[config.mk]
export PLATFORM = sky130hd
export DESIGN_NAME = fifo_le_fwft_flat
export DESIGN_NICKNAME = d
export VERILOG_FILES = /design/src/rtl/fifo_le_fwft_if.sv /design/src/rtl/fifo_le_fwft.sv /design/src/flat_wrapper.sv
export SDC_FILE = /design/constraint.sdc
export NUM_CORES = 1
export LEC_CHECK = 0
export CAP_MARGIN = 30
export CORE_MARGIN = 4
export CORE_UTILIZATION = 55
export CTS_CLUSTER_DIAMETER = 120
export DETAILED_ROUTE_END_ITERATION = 6
export PLACE_DENSITY = 0.85
export RECOVER_POWER = 25
export SLEW_MARGIN = 20
export SYNTH_ARGS = -nofsm -noshare
export SYNTH_HDL_FRONTEND = slang
export SYNTH_SLANG_ARGS = --single-unit
[constraint.sdc]
create_clock -name clk -period 3.3 [get_ports clk]
set_clock_uncertainty 0.05 [all_clocks]
set_input_delay 0.825 -clock clk [delete_from_list [all_inputs] [get_ports clk]]
set_output_delay 0.825 -clock clk [all_outputs]
set_load 0.005 [all_outputs]
[src/rtl/fifo_le_fwft_if.sv]
// Handshake/data bundle for fifo_le_fwft: the FIFO sits on the slave modport,
// and the producer/consumer logic sits on the master modport.
interface fifo_le_fwft_if #(
  parameter int unsigned ADDR  = 4,
  parameter int unsigned WIDTH = 8
);
  logic             fifoflsh;
  logic             fifowr;
  logic [WIDTH-1:0] fifodin;
  logic             fiford;
  logic [WIDTH-1:0] fifodout;
  logic             fifovld;
  logic [ADDR:0]    fifolen;
  logic             fifofull;
  logic             fifoempt;
  logic             afull;
  logic             aempt;
  logic             ovf;
  logic             udf;

  modport master (
    output fifoflsh, fifowr, fifodin, fiford,
    input  fifodout, fifovld, fifolen, fifofull, fifoempt, afull, aempt, ovf, udf
  );

  modport slave (
    input  fifoflsh, fifowr, fifodin, fiford,
    output fifodout, fifovld, fifolen, fifofull, fifoempt, afull, aempt, ovf, udf
  );
endinterface

[src/rtl/fifo_le_fwft.sv]
// Single-clock LE-register FIFO with optional first-word-fall-through output,
// occupancy count, almost-full/empty flags; FIFO_LE_FWFT_ERR_EN adds sticky ovf/udf.
module fifo_le_fwft #(
  parameter int unsigned ADDR      = 4,
  parameter int unsigned WIDTH     = 8,
  parameter int unsigned SHOWAHEAD = 0,
  parameter int unsigned AFULL_TH  = 2**ADDR - 2,
  parameter int unsigned AEMPT_TH  = 2
) (
  input logic           clk,
  input logic           rst,
  fifo_le_fwft_if.slave fif
);

  localparam int unsigned   DEPTH    = 2**ADDR;
  localparam logic [ADDR:0] LEN_FULL = (ADDR+1)'(DEPTH);
  localparam logic [ADDR:0] LEN_AF   = (ADDR+1)'(AFULL_TH);
  localparam logic [ADDR:0] LEN_AE   = (ADDR+1)'(AEMPT_TH);

  logic [WIDTH-1:0] mem [DEPTH];
  logic [ADDR-1:0]  wr_ptr;
  logic [ADDR-1:0]  rd_ptr;
  logic [ADDR:0]    len_q;
  logic [WIDTH-1:0] dout_q;
  logic             vld_q;

  logic             full;
  logic             empt;
  logic             wrstrobe;
  logic             rdstrobe;
  logic             load;
  logic             udf_cond;
  logic [ADDR:0]    mem_cnt;

  // In show-ahead mode the output register holds one of the counted words, so
  // the array only holds len_q - vld_q; it refills whenever the head is free.
  always_comb begin
    full     = (len_q == LEN_FULL);
    empt     = (len_q == '0);
    wrstrobe = fif.fifowr & ~full;
    mem_cnt  = len_q - {{ADDR{1'b0}}, vld_q};
    if (SHOWAHEAD != 0) begin
      rdstrobe = fif.fiford & vld_q;
      udf_cond = fif.fiford & ~vld_q;
      load     = (~vld_q | rdstrobe) & (mem_cnt != '0);
    end else begin
      rdstrobe = fif.fiford & ~empt;
      udf_cond = fif.fiford & empt;
      load     = rdstrobe;
    end
  end

  always_ff @(posedge clk) begin
    if (rst) begin
      wr_ptr <= '0;
      rd_ptr <= '0;
      len_q  <= '0;
      dout_q <= '0;
      vld_q  <= 1'b0;
    end else if (fif.fifoflsh) begin
      wr_ptr <= '0;
      rd_ptr <= '0;
      len_q  <= '0;
      vld_q  <= 1'b0;
    end else begin
      if (wrstrobe) begin
        wr_ptr <= wr_ptr + ADDR'(1);
      end
      if (load) begin
        rd_ptr <= rd_ptr + ADDR'(1);
        dout_q <= mem[rd_ptr];
      end
      case ({wrstrobe, rdstrobe})
        2'b10:   len_q <= len_q + (ADDR+1)'(1);
        2'b01:   len_q <= len_q - (ADDR+1)'(1);
        default: len_q <= len_q;
      endcase
      if (SHOWAHEAD != 0) begin
        if (load) begin
          vld_q <= 1'b1;
        end else if (rdstrobe) begin
          vld_q <= 1'b0;
        end
      end else begin
        vld_q <= rdstrobe;
      end
    end
  end

  // Storage is not reset; discarding content only needs the pointers cleared.
  always_ff @(posedge clk) begin
    if (!rst && !fif.fifoflsh && wrstrobe) begin
      mem[wr_ptr] <= fif.fifodin;
    end
  end

`ifdef FIFO_LE_FWFT_ERR_EN
  logic ovf_q;
  logic udf_q;

  always_ff @(posedge clk) begin
    if (rst || fif.fifoflsh) begin
      ovf_q <= 1'b0;
      udf_q <= 1'b0;
    end else begin
      if (fif.fifowr && full) begin
        ovf_q <= 1'b1;
      end
      if (udf_cond) begin
        udf_q <= 1'b1;
      end
    end
  end

  assign fif.ovf = ovf_q;
  assign fif.udf = udf_q;
`else
  logic unused_udf;
  assign unused_udf = udf_cond;
  assign fif.ovf    = 1'b0;
  assign fif.udf    = 1'b0;
`endif

  assign fif.fifodout = dout_q;
  assign fif.fifovld  = vld_q;
  assign fif.fifolen  = len_q;
  assign fif.fifofull = full;
  assign fif.fifoempt = empt;
  assign fif.afull    = (len_q >= LEN_AF);
  assign fif.aempt    = (len_q <= LEN_AE);

endmodule

[src/flat_wrapper.sv]
// flat-port wrapper written by rule: the top's interface ports become plain ports
module fifo_le_fwft_flat 
#(
  parameter int unsigned ADDR      = 4,
  parameter int unsigned WIDTH     = 8,
  parameter int unsigned SHOWAHEAD = 0,
  parameter int unsigned AFULL_TH  = 2**ADDR - 2,
  parameter int unsigned AEMPT_TH  = 2
)
  (clk, rst, fif_fifoflsh, fif_fifowr, fif_fifodin, fif_fiford, fif_fifodout, fif_fifovld, fif_fifolen, fif_fifofull, fif_fifoempt, fif_afull, fif_aempt, fif_ovf, fif_udf);
  fifo_le_fwft_if #(.ADDR(ADDR), .WIDTH(WIDTH)) fif_i ();
  input logic clk;
  input logic rst;
  input wire logic [$bits(fif_i.fifoflsh)-1:0] fif_fifoflsh;
  input wire logic [$bits(fif_i.fifowr)-1:0] fif_fifowr;
  input wire logic [$bits(fif_i.fifodin)-1:0] fif_fifodin;
  input wire logic [$bits(fif_i.fiford)-1:0] fif_fiford;
  output wire logic [$bits(fif_i.fifodout)-1:0] fif_fifodout;
  output wire logic [$bits(fif_i.fifovld)-1:0] fif_fifovld;
  output wire logic [$bits(fif_i.fifolen)-1:0] fif_fifolen;
  output wire logic [$bits(fif_i.fifofull)-1:0] fif_fifofull;
  output wire logic [$bits(fif_i.fifoempt)-1:0] fif_fifoempt;
  output wire logic [$bits(fif_i.afull)-1:0] fif_afull;
  output wire logic [$bits(fif_i.aempt)-1:0] fif_aempt;
  output wire logic [$bits(fif_i.ovf)-1:0] fif_ovf;
  output wire logic [$bits(fif_i.udf)-1:0] fif_udf;
  assign fif_i.fifoflsh = fif_fifoflsh;
  assign fif_i.fifowr = fif_fifowr;
  assign fif_i.fifodin = fif_fifodin;
  assign fif_i.fiford = fif_fiford;
  assign fif_fifodout = fif_i.fifodout;
  assign fif_fifovld = fif_i.fifovld;
  assign fif_fifolen = fif_i.fifolen;
  assign fif_fifofull = fif_i.fifofull;
  assign fif_fifoempt = fif_i.fifoempt;
  assign fif_afull = fif_i.afull;
  assign fif_aempt = fif_i.aempt;
  assign fif_ovf = fif_i.ovf;
  assign fif_udf = fif_i.udf;
  fifo_le_fwft #(.ADDR(ADDR), .WIDTH(WIDTH), .SHOWAHEAD(SHOWAHEAD), .AFULL_TH(AFULL_TH), .AEMPT_TH(AEMPT_TH)) u_core (.clk(clk), .rst(rst), .fif(fif_i));
endmodule
Figure 1. M1 wires (run 1).
Supply wires on this layer in gray.
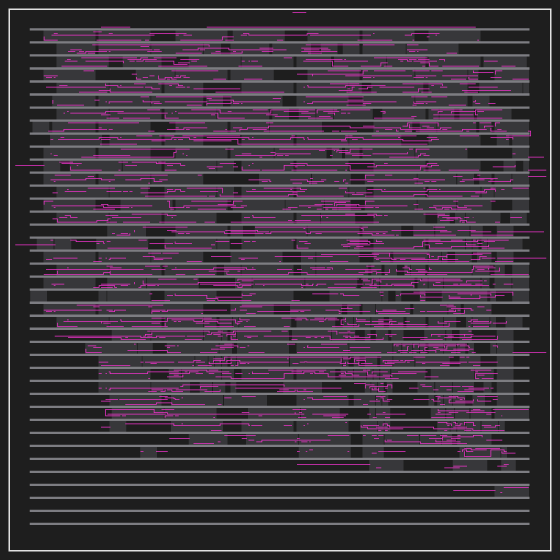
The layer carries 4910 µm of wire. The layer holds 40% of the routed length. The wires run mostly horizontal. 377 nets have wire on it. The longest straight run is 56.1 µm.
met1 Use GR: 27.1%
final wirelength: 12200 µm
via count: 3206

Figure 2. Register map, names as in the netlist (run 1).
Other sequential cells in the stronger gray, the rest of the logic in the fainter gray.
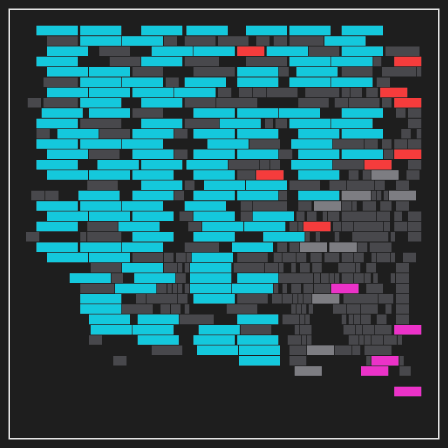
u_core.fif.fifolen: shown in magenta, placed flops 5, where lower right. u_core.fif.fifodout: shown in red, placed flops 8. u_core.mem: shown in cyan, placed flops 128.
sequential power: 0.00207 W
Reg area: 0.00429 mm²
utilization after layout: 66.9%
register fraction of the total cell area: 59.3%

==> changes_impl.md, run 1 <==
### Metrics

- Mapped cell area: 0.00605 mm²
- DRT met1 WL: 4910 µm
- Rel. slew slack: 59.6%
- Status: finished, final reports clean
- Hold Path Depth: 1
- CP cell instances: or4_4 -> nor2_1 -> clkdlybuf4s50_1
- Syn_area_per_cell: 18.3 µm²
- Sequential Power Share: 48.8%
- Fin Setup TNS: 0 ns
- Post-synth cell types: 37
- Dominant comb cell: multiplexers
- Startpoint Class: flip-flop
- PwrDens: 588 mW/mm²
- Biggest area cells: edfxtp_1, mux4_2, dfxtp_1, mux2i_1, nor2_1
- Worst Max-Slew Pin Slew: 0.605 ns
- Pwr top: sequential cells
- Yosys cell count: 330
- Adder-cell share of the synthesized area: 2.19%
- Floorplan Utilization: 56.0%
- H-tree levels: 4
- Post-CTS Resized: 0
- Root Buffer: clkbuf_8
- GP Congestion: 0.744
- Critical path class: flip-flop to output port
- Num CTS Buffers: 17
- Clock Power: 0.00204 W
- Total core area: 0.0108 mm²
Figure 3. Routing congestion map (run 1).
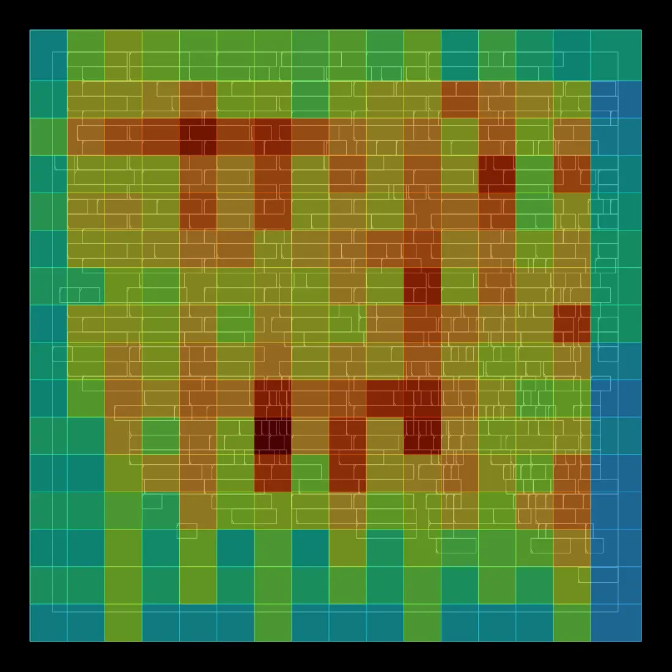
mean routed wirelength per cell: 22.7 µm
most used routing layer: met2
met2 usage: 33.3%
GR Util All Layers: 20.5%
GR Util met3: 5.94%

Figure 4. Wires at chosen ports, followed through buffers (run 1).
Bar = 20 µm.
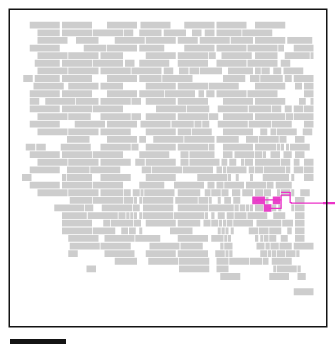
fif_fifowr: shown in magenta, bits 1, direction input, end cells 3, wire 41.3 µm.
I/O pin count: 33
IO Port Bufs: 30

[run 1: cells in the mapped netlist (2+ instances only)]
cell type,number
nand3_1,3
nor2_1,34
o22ai_1,8
buf_4,4
mux4_2,32
ha_1,9
xnor2_1,2
edfxtp_1,128
inv_1,5
a21oi_1,3
buf_1,2
mux2i_1,21
clkbuf_1,6
a21o_1,10
and3_1,2
xor2_1,7
dfxtp_1,22
nand2_1,7
buf_2,4
o211ai_1,3
buf_6,2
[run 1: cell type report]
cell class | count | area (µm²)
flip-flops and latches | 150 | 4290
multi-input cells | 158 | 1650
fillers | 651 | 3570
well taps | 140 | 175
clock inverters | 15 | 213
repair buffers | 51 | 470
clock buffers | 17 | 414
inverters | 5 | 18.8
[run 1: registers in the layout, indices dropped and copies added (netlist names)]
signal	flops
u_core.rd_ptr	4
u_core.fif.fifodout	8
u_core.mem	128
u_core.wr_ptr	4
u_core.fif.fifolen	5
u_core.fif.fifovld	1
[run 1: stage by stage]
| stage | power [W] | util [%] | cell area, µm² | setup slack (ns) | hold WS [ns] |
|---|---|---|---|---|---|
| final | 0.00425 | 66.9 | 7220 | 0.205 | 0.408 |
| after global routing | 0.00437 | 66.9 | 7220 | 0.0950 | 0.429 |
| after CTS | 0.00427 | 66.9 | 7220 | 0.175 | 0.410 |
| after detailed placement | 0.00225 | 61.1 | 6600 | 0.151 | 0.395 |
| after global placement | 0.00224 | 61.1 | 6600 | 0.229 | 0.387 |
| after floorplan | 0.00218 | - | 6050 | 0.524 | 0.401 |
[run 1: kinds of logic after synthesis]
group,after synthesis
flip-flops,150
multiplexers,53
AND/OR/NAND/NOR,52
AND-OR/OR-AND,32
buffers and inverters,23
adder cells (fa/ha/maj),10
XOR/XNOR,9
other,1
Figure 5. The metal 2 layer (run 1).
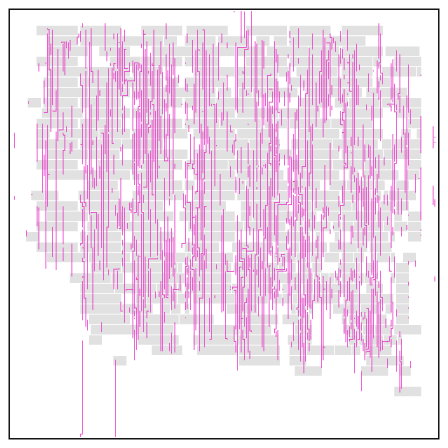

==> run 2, diff against run 1 <==
--- a/config.mk
+++ b/config.mk
@@ -7,10 +7,10 @@
 export LEC_CHECK = 0
 export CAP_MARGIN = 30
 export CORE_MARGIN = 4
-export CORE_UTILIZATION = 55
+export CORE_UTILIZATION = 53
 export CTS_CLUSTER_DIAMETER = 120
 export DETAILED_ROUTE_END_ITERATION = 6
-export PLACE_DENSITY = 0.85
+export PLACE_DENSITY = 0.86
 export RECOVER_POWER = 25
 export SLEW_MARGIN = 20
 export SYNTH_ARGS = -nofsm -noshare
==> constraint.sdc (replaced) <==
create_clock -name clk -period 2.55 [get_ports clk]
set_clock_uncertainty 0.05 [all_clocks]
set_input_delay 0.6375 -clock clk [delete_from_list [all_inputs] [get_ports clk]]
set_output_delay 0.6375 -clock clk [all_outputs]
set_load 0.005 [all_outputs]
Figure 6. The metal 2 layer (run 2).
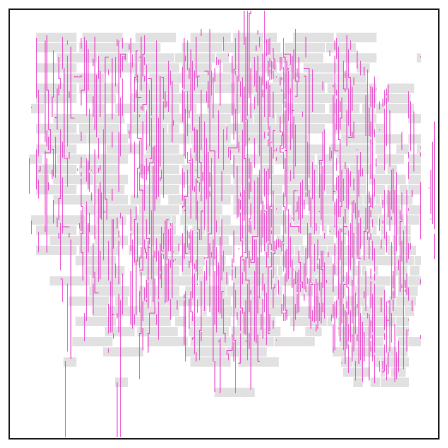
389 nets have wire on it. The longest straight run is 42.7 µm.
met2 usage: 36.3%
via count: 3321
final wirelength: 12800 µm

==> changes_impl.md, run 2 <==
### Metrics

- Register fraction of the total cell area: 57.2%
- DRT met1 WL: 4890 µm
- H-tree levels: 4
- Worst Max-Slew Pin Slew: 0.590 ns
- Root Buffer: clkbuf_16
- IO Port Bufs: 30
- Post-synth cell types: 37
- Reg with most FFs: u_core.mem
- Syn_area_per_cell: 18.3 µm²
- Hold Path Depth: 1
- Num CTS Buffers: 17
- Rel. slew slack: 60.5%
- Startpoint Class: flip-flop
- Non-clk invs: 5
- Yosys cell count: 330
- Worst Setup Slack, final: -0.124 ns
- Final setup viols: 3
- Logic share of the area: 22.7%
- Status: finished, violations left
- Multi-In Gates: 158
- I/O pin count: 33
- Logic area: 0.00170 mm²
- GP Congestion: 0.777
- Mean routed wirelength per cell: 22.7 µm
- Most common cell in the netlist: edfxtp_1
- PwrDens: 717 mW/mm²
- Failing checks: setup timing
- Tapcells: 140
run 2: cell counts after synthesis:
Identical to the previous run, type by type.
run 2: timing repair:
item | CTS | global route
gates resized | 9 | 9
cloned | 0 | 0
buffers inserted | 5 | 2
pin swaps | 6 | 8
setup endpoints to repair | 3 | 5
run 2: path summary, 6_finish.rpt:
check | slack (ns) | endpoint | startpoint
worst max-delay path | -0.12 | u_core.fif.fifolen[4] | u_core.fif.fifolen[0]
worst min-delay path | 0.41 | u_core.fif.fifodout[6] | u_core.fif.fifodout[6]
worst max register to register | -0.12 | u_core.fif.fifolen[4] | u_core.fif.fifolen[0]
worst min register to register | 0.41 | u_core.fif.fifodout[6] | u_core.fif.fifodout[6]
run 2: metrics by stage:
stage / utilization, % / setup slack (ns) / cells / hold WS (ns)
final: 68.2 / -0.124 / 565 / 0.411
after global routing: 68.2 / -0.225 / 565 / 0.424
after CTS: 67.8 / -0.169 / 563 / 0.413
after detailed placement: 61.9 / -0.223 / 526 / 0.397
after global placement: 61.9 / -0.0926 / 526 / 0.386
after floorplan: - / -0.0820 / 331 / 0.401
run 2: power groups by stage:
stage	Sequential (W)	Clock [W]	Combinational, W
after floorplan	0.00273	0	0.0000963
after global placement	0.00273	0	0.000195
after detailed placement	0.00273	0	0.000204
after CTS	0.00268	0.00249	0.000223
after global routing	0.00268	0.00260	0.000246
final	0.00268	0.00247	0.000228
run 2: logic make-up after synthesis:
family	count (synthesis)	share of synthesized area, %
mux	53	15.4
fa+ha+maj	10	2.19
xor+xnor	9	1.30
other cells	1	0.0620
flops	150	70.8
buf+inv	23	2.01
simple gates	52	3.70
compound gates	32	4.51
run 2: per-layer routing:
layer	global-route usage [%]	vias up
met5	0	-
met2	36.3	161
li1	-	1466
met1	25.0	1666
met4	6.73	0
met3	4.26	28
Power and IR drop assume default switching activity.
